### src/rtl/mc_control_pkg.sv
// Shared encodings for the multicycle MIPS control unit: ALU codes, opcodes,
// R-type funct values, datapath mux selects and FSM states.
package mc_control_pkg;

  typedef enum logic [2:0] {
    ALU_ADD = 3'd0,
    ALU_SUB = 3'd1,
    ALU_AND = 3'd2,
    ALU_OR  = 3'd3,
    ALU_XOR = 3'd4,
    ALU_NOR = 3'd5,
    ALU_SLT = 3'd6
  } alu_op_e;

  typedef enum logic [2:0] {
    S_FETCH,
    S_DECODE,
    S_EXEC,
    S_ALU_WB,
    S_MEM_RD,
    S_MEM_WB,
    S_MEM_WR,
    S_TRAP
  } state_e;

  localparam logic [5:0] OP_RTYPE = 6'h00;
  localparam logic [5:0] OP_J     = 6'h02;
  localparam logic [5:0] OP_BEQ   = 6'h04;
  localparam logic [5:0] OP_BNE   = 6'h05;
  localparam logic [5:0] OP_ADDI  = 6'h08;
  localparam logic [5:0] OP_ANDI  = 6'h0C;
  localparam logic [5:0] OP_ORI   = 6'h0D;
  localparam logic [5:0] OP_LW    = 6'h23;
  localparam logic [5:0] OP_SW    = 6'h2B;

  localparam logic [5:0] FN_ADD = 6'h20;
  localparam logic [5:0] FN_SUB = 6'h22;
  localparam logic [5:0] FN_AND = 6'h24;
  localparam logic [5:0] FN_OR  = 6'h25;
  localparam logic [5:0] FN_XOR = 6'h26;
  localparam logic [5:0] FN_NOR = 6'h27;
  localparam logic [5:0] FN_SLT = 6'h2A;

  localparam logic       SRC_A_PC   = 1'b0;
  localparam logic       SRC_A_REG  = 1'b1;
  localparam logic [1:0] SRC_B_REG  = 2'b00;
  localparam logic [1:0] SRC_B_FOUR = 2'b01;
  localparam logic [1:0] SRC_B_IMM  = 2'b10;
  localparam logic [1:0] SRC_B_BR   = 2'b11;

  localparam logic [1:0] PC_SRC_ALU = 2'b00;
  localparam logic [1:0] PC_SRC_OUT = 2'b01;
  localparam logic [1:0] PC_SRC_JMP = 2'b10;

endpackage

### src/rtl/mc_control_alu_decoder.sv
// Combinational opcode/funct to ALU operation decode, plus a legal flag for
// anything the control unit does not implement.
module mc_control_alu_decoder
  import mc_control_pkg::*;
#(
  parameter int unsigned FUNC_W = 11
) (
  input  logic [5:0]        opcode,
  input  logic [5:0]        funct,
  output logic [FUNC_W-1:0] alu_func,
  output logic              legal
);

  alu_op_e op;

  always_comb begin
    op    = ALU_ADD;
    legal = 1'b1;
    case (opcode)
      OP_RTYPE: begin
        case (funct)
          FN_ADD:  op = ALU_ADD;
          FN_SUB:  op = ALU_SUB;
          FN_AND:  op = ALU_AND;
          FN_OR:   op = ALU_OR;
          FN_XOR:  op = ALU_XOR;
          FN_NOR:  op = ALU_NOR;
          FN_SLT:  op = ALU_SLT;
          default: legal = 1'b0;
        endcase
      end
      OP_LW, OP_SW, OP_ADDI, OP_J: op = ALU_ADD;
      OP_BEQ, OP_BNE:              op = ALU_SUB;
      OP_ANDI:                     op = ALU_AND;
      OP_ORI:                      op = ALU_OR;
      default:                     legal = 1'b0;
    endcase
  end

  assign alu_func = FUNC_W'(op);

endmodule

### src/rtl/mc_control.sv
// Multicycle MIPS control unit: Moore FSM sequencing fetch/decode/execute/
// memory/write-back and driving datapath selects, enables and the ALU code.
module mc_control
  import mc_control_pkg::*;
#(
  parameter int unsigned FUNC_W = 11
) (
  input  logic              i_clk,
  input  logic              i_rst,
  input  logic [31:0]       i_instr,
  input  logic              i_zero,
  input  logic              i_mem_ready,
  output logic [FUNC_W-1:0] o_alu_func,
  output logic              o_alu_src_a,
  output logic [1:0]        o_alu_src_b,
  output logic              o_ext_zero,
  output logic              o_pc_write,
  output logic [1:0]        o_pc_src,
  output logic              o_ir_write,
  output logic              o_i_or_d,
  output logic              o_mem_read,
  output logic              o_mem_write,
  output logic              o_reg_write,
  output logic              o_reg_dst,
  output logic              o_mem_to_reg,
  output logic              o_illegal
);

  state_e            state, state_nxt;
  logic [5:0]        opcode, funct;
  logic [FUNC_W-1:0] dec_func;
  logic              dec_legal;
  logic              unused_instr;

  assign opcode       = i_instr[31:26];
  assign funct        = i_instr[5:0];
  assign unused_instr = ^i_instr[25:6];

  mc_control_alu_decoder #(.FUNC_W(FUNC_W)) u_alu_decoder (
    .opcode   (opcode),
    .funct    (funct),
    .alu_func (dec_func),
    .legal    (dec_legal)
  );

  always_ff @(posedge i_clk or posedge i_rst) begin
    if (i_rst) state <= S_FETCH;
    else       state <= state_nxt;
  end

  // Outputs are forced low while reset is held so an aborted access never strobes.
  always_comb begin
    state_nxt    = state;
    o_alu_func   = FUNC_W'(ALU_ADD);
    o_alu_src_a  = SRC_A_PC;
    o_alu_src_b  = SRC_B_REG;
    o_ext_zero   = 1'b0;
    o_pc_write   = 1'b0;
    o_pc_src     = PC_SRC_ALU;
    o_ir_write   = 1'b0;
    o_i_or_d     = 1'b0;
    o_mem_read   = 1'b0;
    o_mem_write  = 1'b0;
    o_reg_write  = 1'b0;
    o_reg_dst    = 1'b0;
    o_mem_to_reg = 1'b0;
    o_illegal    = 1'b0;
    if (!i_rst) begin
      case (state)
        S_FETCH: begin
          o_mem_read  = 1'b1;
          o_alu_src_b = SRC_B_FOUR;
          if (i_mem_ready) begin
            o_ir_write = 1'b1;
            o_pc_write = 1'b1;
            state_nxt  = S_DECODE;
          end
        end
        S_DECODE: begin
          o_alu_src_b = SRC_B_BR;
          if (opcode == OP_J) begin
            o_pc_src   = PC_SRC_JMP;
            o_pc_write = 1'b1;
            state_nxt  = S_FETCH;
          end else if (!dec_legal) begin
            state_nxt = S_TRAP;
          end else begin
            state_nxt = S_EXEC;
          end
        end
        S_EXEC: begin
          // Register A is the first operand for address, immediate and compare alike.
          o_alu_func  = dec_func;
          o_alu_src_a = SRC_A_REG;
          case (opcode)
            OP_RTYPE: begin
              o_alu_src_b = SRC_B_REG;
              state_nxt   = S_ALU_WB;
            end
            OP_LW: begin
              o_alu_src_b = SRC_B_IMM;
              state_nxt   = S_MEM_RD;
            end
            OP_SW: begin
              o_alu_src_b = SRC_B_IMM;
              state_nxt   = S_MEM_WR;
            end
            OP_ADDI: begin
              o_alu_src_b = SRC_B_IMM;
              state_nxt   = S_ALU_WB;
            end
            OP_ANDI, OP_ORI: begin
              o_alu_src_b = SRC_B_IMM;
              o_ext_zero  = 1'b1;
              state_nxt   = S_ALU_WB;
            end
            OP_BEQ, OP_BNE: begin
              o_alu_src_b = SRC_B_REG;
              o_pc_src    = PC_SRC_OUT;
              o_pc_write  = (opcode == OP_BEQ) ? i_zero : !i_zero;
              state_nxt   = S_FETCH;
            end
            default: state_nxt = S_TRAP;
          endcase
        end
        S_ALU_WB: begin
          o_reg_write = 1'b1;
          o_reg_dst   = (opcode == OP_RTYPE);
          state_nxt   = S_FETCH;
        end
        S_MEM_RD: begin
          o_mem_read = 1'b1;
          o_i_or_d   = 1'b1;
          if (i_mem_ready) state_nxt = S_MEM_WB;
        end
        S_MEM_WB: begin
          o_reg_write  = 1'b1;
          o_mem_to_reg = 1'b1;
          state_nxt    = S_FETCH;
        end
        S_MEM_WR: begin
          o_mem_write = 1'b1;
          o_i_or_d    = 1'b1;
          if (i_mem_ready) state_nxt = S_FETCH;
        end
        S_TRAP:  o_illegal = 1'b1;
        default: state_nxt = S_FETCH;
      endcase
    end
  end

endmodule

### config.mk
export PLATFORM = sky130hd
export DESIGN_NAME = mc_control
export DESIGN_NICKNAME = d
export VERILOG_FILES = /design/src/rtl/mc_control_pkg.sv /design/src/rtl/mc_control_alu_decoder.sv /design/src/rtl/mc_control.sv
export SDC_FILE = /design/constraint.sdc
export NUM_CORES = 1
export LEC_CHECK = 0
export ABC_AREA = 0
export CAP_MARGIN = 0
export CORE_MARGIN = 1
export CORE_UTILIZATION = 32
export DETAILED_ROUTE_END_ITERATION = 7
export PLACE_DENSITY = 0.95
export SLEW_MARGIN = 20
export SYNTH_ARGS = -nofsm -noshare
export SYNTH_HDL_FRONTEND = slang
export SYNTH_SLANG_ARGS = --single-unit
### constraint.sdc
create_clock -name i_clk -period 3.1 [get_ports i_clk]
set_input_delay 0.465 -clock i_clk [delete_from_list [all_inputs] [get_ports i_clk]]
set_output_delay 0.465 -clock i_clk [all_outputs]
set_load 0.01 [all_outputs]
Fig. 1: close-up of the layout
Region (11, 11) to (36, 36) um. Cells in grey, sequential cells in the stronger grey; small squares are vias.
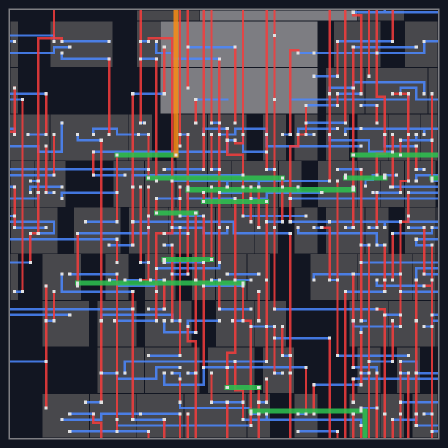
- green: metal 3
- orange: metal 4
- blue: metal 1
- red: metal 2
- cells with their middle in the window: 72
- most frequent: nand2_1 (10), nor2_1 (8), buf_4 (8)
- netlist names of flops here include: state (2)
- sequential cells in the window: 2

Fig. 2: track usage over the die
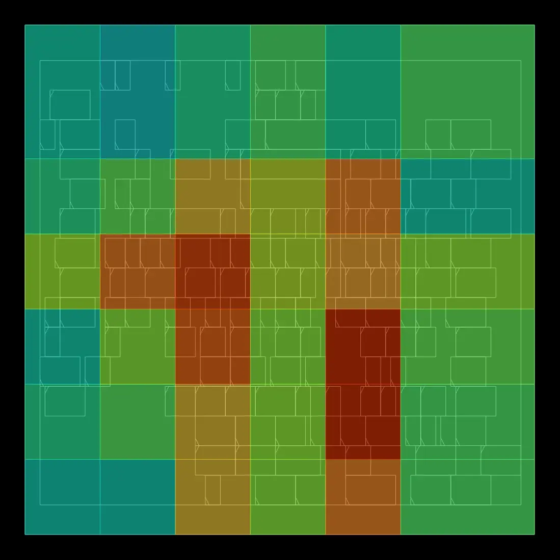
met2 Use GR: 0.4028
DR WL/cell: 11.67 um
GRT Util Overall: 0.1970

Fig. 3: M2 wires
(8 px per um)
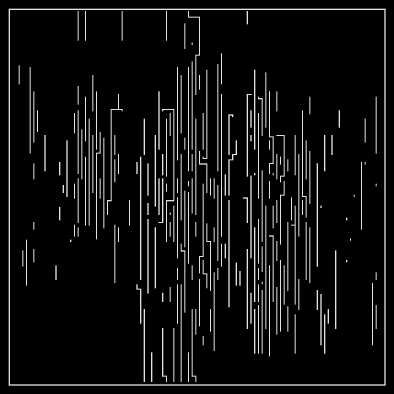
- longest straight run: 17.7 um
- wire length on this layer: 1050 um
- nets with wire on the layer: 148
- share of all routed wire: 52%
vias: 892
drt total wl: 2030 um

==> CHANGELOG.md <==
## Implementation

* Clk buf depth at 2
* Layout cells sized above 1 at 0.1208
* Antenna violations before repair at 0
* Fmax at 0.3377 GHz
* Comb_multi_in at 92
* CP Launch Type: primary input
* Seq/Total Area, Yosys at 0.1170
* Final TNS setup at 0 ns
* Buf+Inv Stages, Crit Path at 2
* WS Path Type: primary input to primary output
* Cell class ranked first by area: multi-input combinational cells
* Non-clock buffer share of cell area at 0.3864
* Crit Path Max Fanout at 2
* Top-level port count at 62
* Count of non-CTS inverters in the layout at 5
* Setup ws final at 0.1392 ns
* Dominant flop cell: dfrtp_1
* Power, Total at 509.1 uW
* R2R Setup Slk at ~1.7 ns
* Clock Skews at 0.001649 ns
* Pre-CTS setup slack at -0.1531 ns
* Fraction of area in multi-input gates at 0.4719
* Final ANT Viol Nets at 0
* Status: finished clean
* Pwr dens at 476.5 mW/mm2
* Max reg flops at 3
* CTS clk-pin slew, worst paths at roughly 0.040 ns
* Crit path max-delay family: simple AND/OR/NAND/NOR gates
* DR iter-0 viols at 14
* Flip-flops at 3
* Final Cell Area at 0.001069 mm2
* Die height at roughly 47 um
* R2r endpoint: state[2]
* N_diodes at 0
* CP arrival at 2.50 ns
* Number of global-route vias before repair at 813
* Post-layout nets at ~190
* CTS tree: done
* Final hold vios at 0
* Total gr overflow at 0
* Combinational Area at between 500 and 600 um2
* Largest reg by FF count: state
* Vias per cell at 5.126
* Post-DP HPWL at 1668 um
* Sequential share of cell area at 0.07026
* Reg2reg start: state[0]
* Num CTS Buffers at 3
* Placed Area at 0.001045 mm2
* Tcrit/Tclk final at 0.9551
* Fillers at about 190
* Core Rows at 15
* Unrepaired setup endpoints after global routing: false
* First-pass GRT wire length at 3180 um
* Maxcap violations at 0
* Mapped Area at about 640 um2
* Minimum hold slack at 0.4972 ns
* Yosys cell count at 105
* Post-synth ARST share at 1.000
* Final Critical Period at 2.961 ns
* DRC at 0
* Syn Area/Cell at 6.113 um2
* Final setup violation count at 0
* Final Max Slew Viols at 0
* GPL Wtd Cong at 0.8662
* Number of port buffers at 33
* Worst Setup End Kind: primary output
* CTS sink count at 3
* Clk_buf instances at 4
* Warnings, synthesis at 0
* Core Region at 0.001802 mm2
* Most numerous logic cell after layout: clkdlybuf4s50_1
* Most frequent cells in the layout: clkdlybuf4s50_1 (27), nand2_1 (13), nor2_1 (13), buf_4 (12)
* Crit-path cells: clkdlybuf4s50_1 > or4_4 > or4_1 > nor4_2 > dlygate4sd2_1
* Drt pass-1 iters at 4
* Slowest CP cell: or4_4
* Hold Path Class: primary input to asynchronous set/reset pin
* Initial Utilization at 0.3563
* Flops after synth at 3
* Post-Syn Instances at 105
* Pleak at 0.4578 nW
* Storage cell area at 75.07 um2
* Largest net degree at the start of global routing at 17
* Peak VDD IR at about 0.00021 V
* # hold bufs at CTS at 0
* Largest stage delay, worst path at ~0.54 ns
* Clock root buffer: clkbuf_4
* CP Data Required Time at 2.63 ns
* N_taps at 25
* Buffers excl. clock at 45
* Post-synth cell types at 30
* Worst-Skew Late Latency at between 0.2 and 0.25 ns
* Count of tool warnings at roughly 46
Fig. 4: cells by drive strength
(10 px per um)
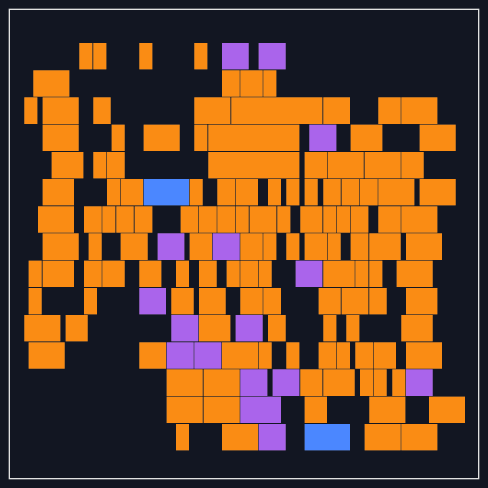
- blue: _2 cells (cells 2)
- orange: _0 and _1 cells (cells 131; most used clkdlybuf4s50_1)
- purple: _3 and _4 cells (cells 16; most used buf_4)

Fig. 5: cell density map
(8 px per um) The die is cut into 9 by 9 equal tiles; black is low, pale yellow is high, 0 to 100% covered.
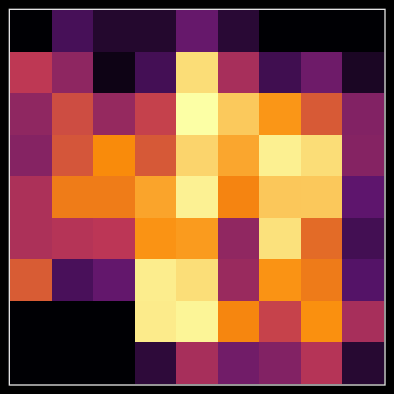
- fullest tile: 100%
- nearly empty tiles: 12%
- densest ninth of the die: middle

## through the flow
step	util	instances
after floorplan	-	112
after global placement	0.5799	170
after detailed placement	0.5799	170
after CTS	0.5931	174
after global routing	0.5931	174
final	0.5931	174
## what timing repair did
item,in CTS,in global routing
resized,7,0
setup endpoints to repair,6,0
buffers inserted,0,0
## layer usage
layer	track usage	up-vias	wire length (um)
met5	0	-	0
met4	0.06286	0	31
met3	0.03077	4	165
met2	0.4028	55	1053
met1	0.1981	395	779
li1	-	438	-
## synthesized netlist by cell type, types with 2 or more instances
cell	n	area, um2
a21oi_1	7	35.03
nor3_1	8	40.04
buf_4	8	60.06
nor2b_1	3	18.77
nor2_1	13	48.80
o21ai_0	5	25.02
nand2_1	13	48.80
dfrtp_1	3	75.07
inv_1	5	18.77
nand3_1	3	15.01
and3_1	2	12.51
nor3b_1	3	22.52
nor4b_1	2	17.52
xor2_1	2	17.52
a31oi_1	3	18.77
clkbuf_1	4	15.01
nand2b_1	8	50.05
## where the power goes
part           switching [mW]  internal [mW]
clock network          0.0221         0.0484
registers              0.0394         0.0599
logic                   0.176          0.164
## worst max path at each step
stage                      from  depth (start not counted)             to
floorplan           i_instr[29]                          3  o_alu_func[2]
global placement    i_instr[29]                          7     o_pc_write
detailed placement  i_instr[29]                          5  o_alu_func[2]
CTS                 i_instr[29]                          5  o_alu_func[2]
global route        i_instr[29]                          8  o_alu_func[1]
finish              i_instr[29]                          5  o_alu_func[2]
## kinds of logic (layout without fill, tap and decap cells)
kind of cell              count (synthesis)  after routing  share of synthesized area
and+or+nand+nor                          62             62                     0.5166
AOI/OAI and AO/OA                        19             19                     0.1715
buffers and inverters                    17             54                     0.1462
DFF                                       3              3                     0.1170
xor gates and xnor gates                  2              2                    0.02730
other                                     1              8                   0.005842
muxes                                     1              1                    0.01560
Power figures rest on the tool's default switching activity, not on a simulated workload.
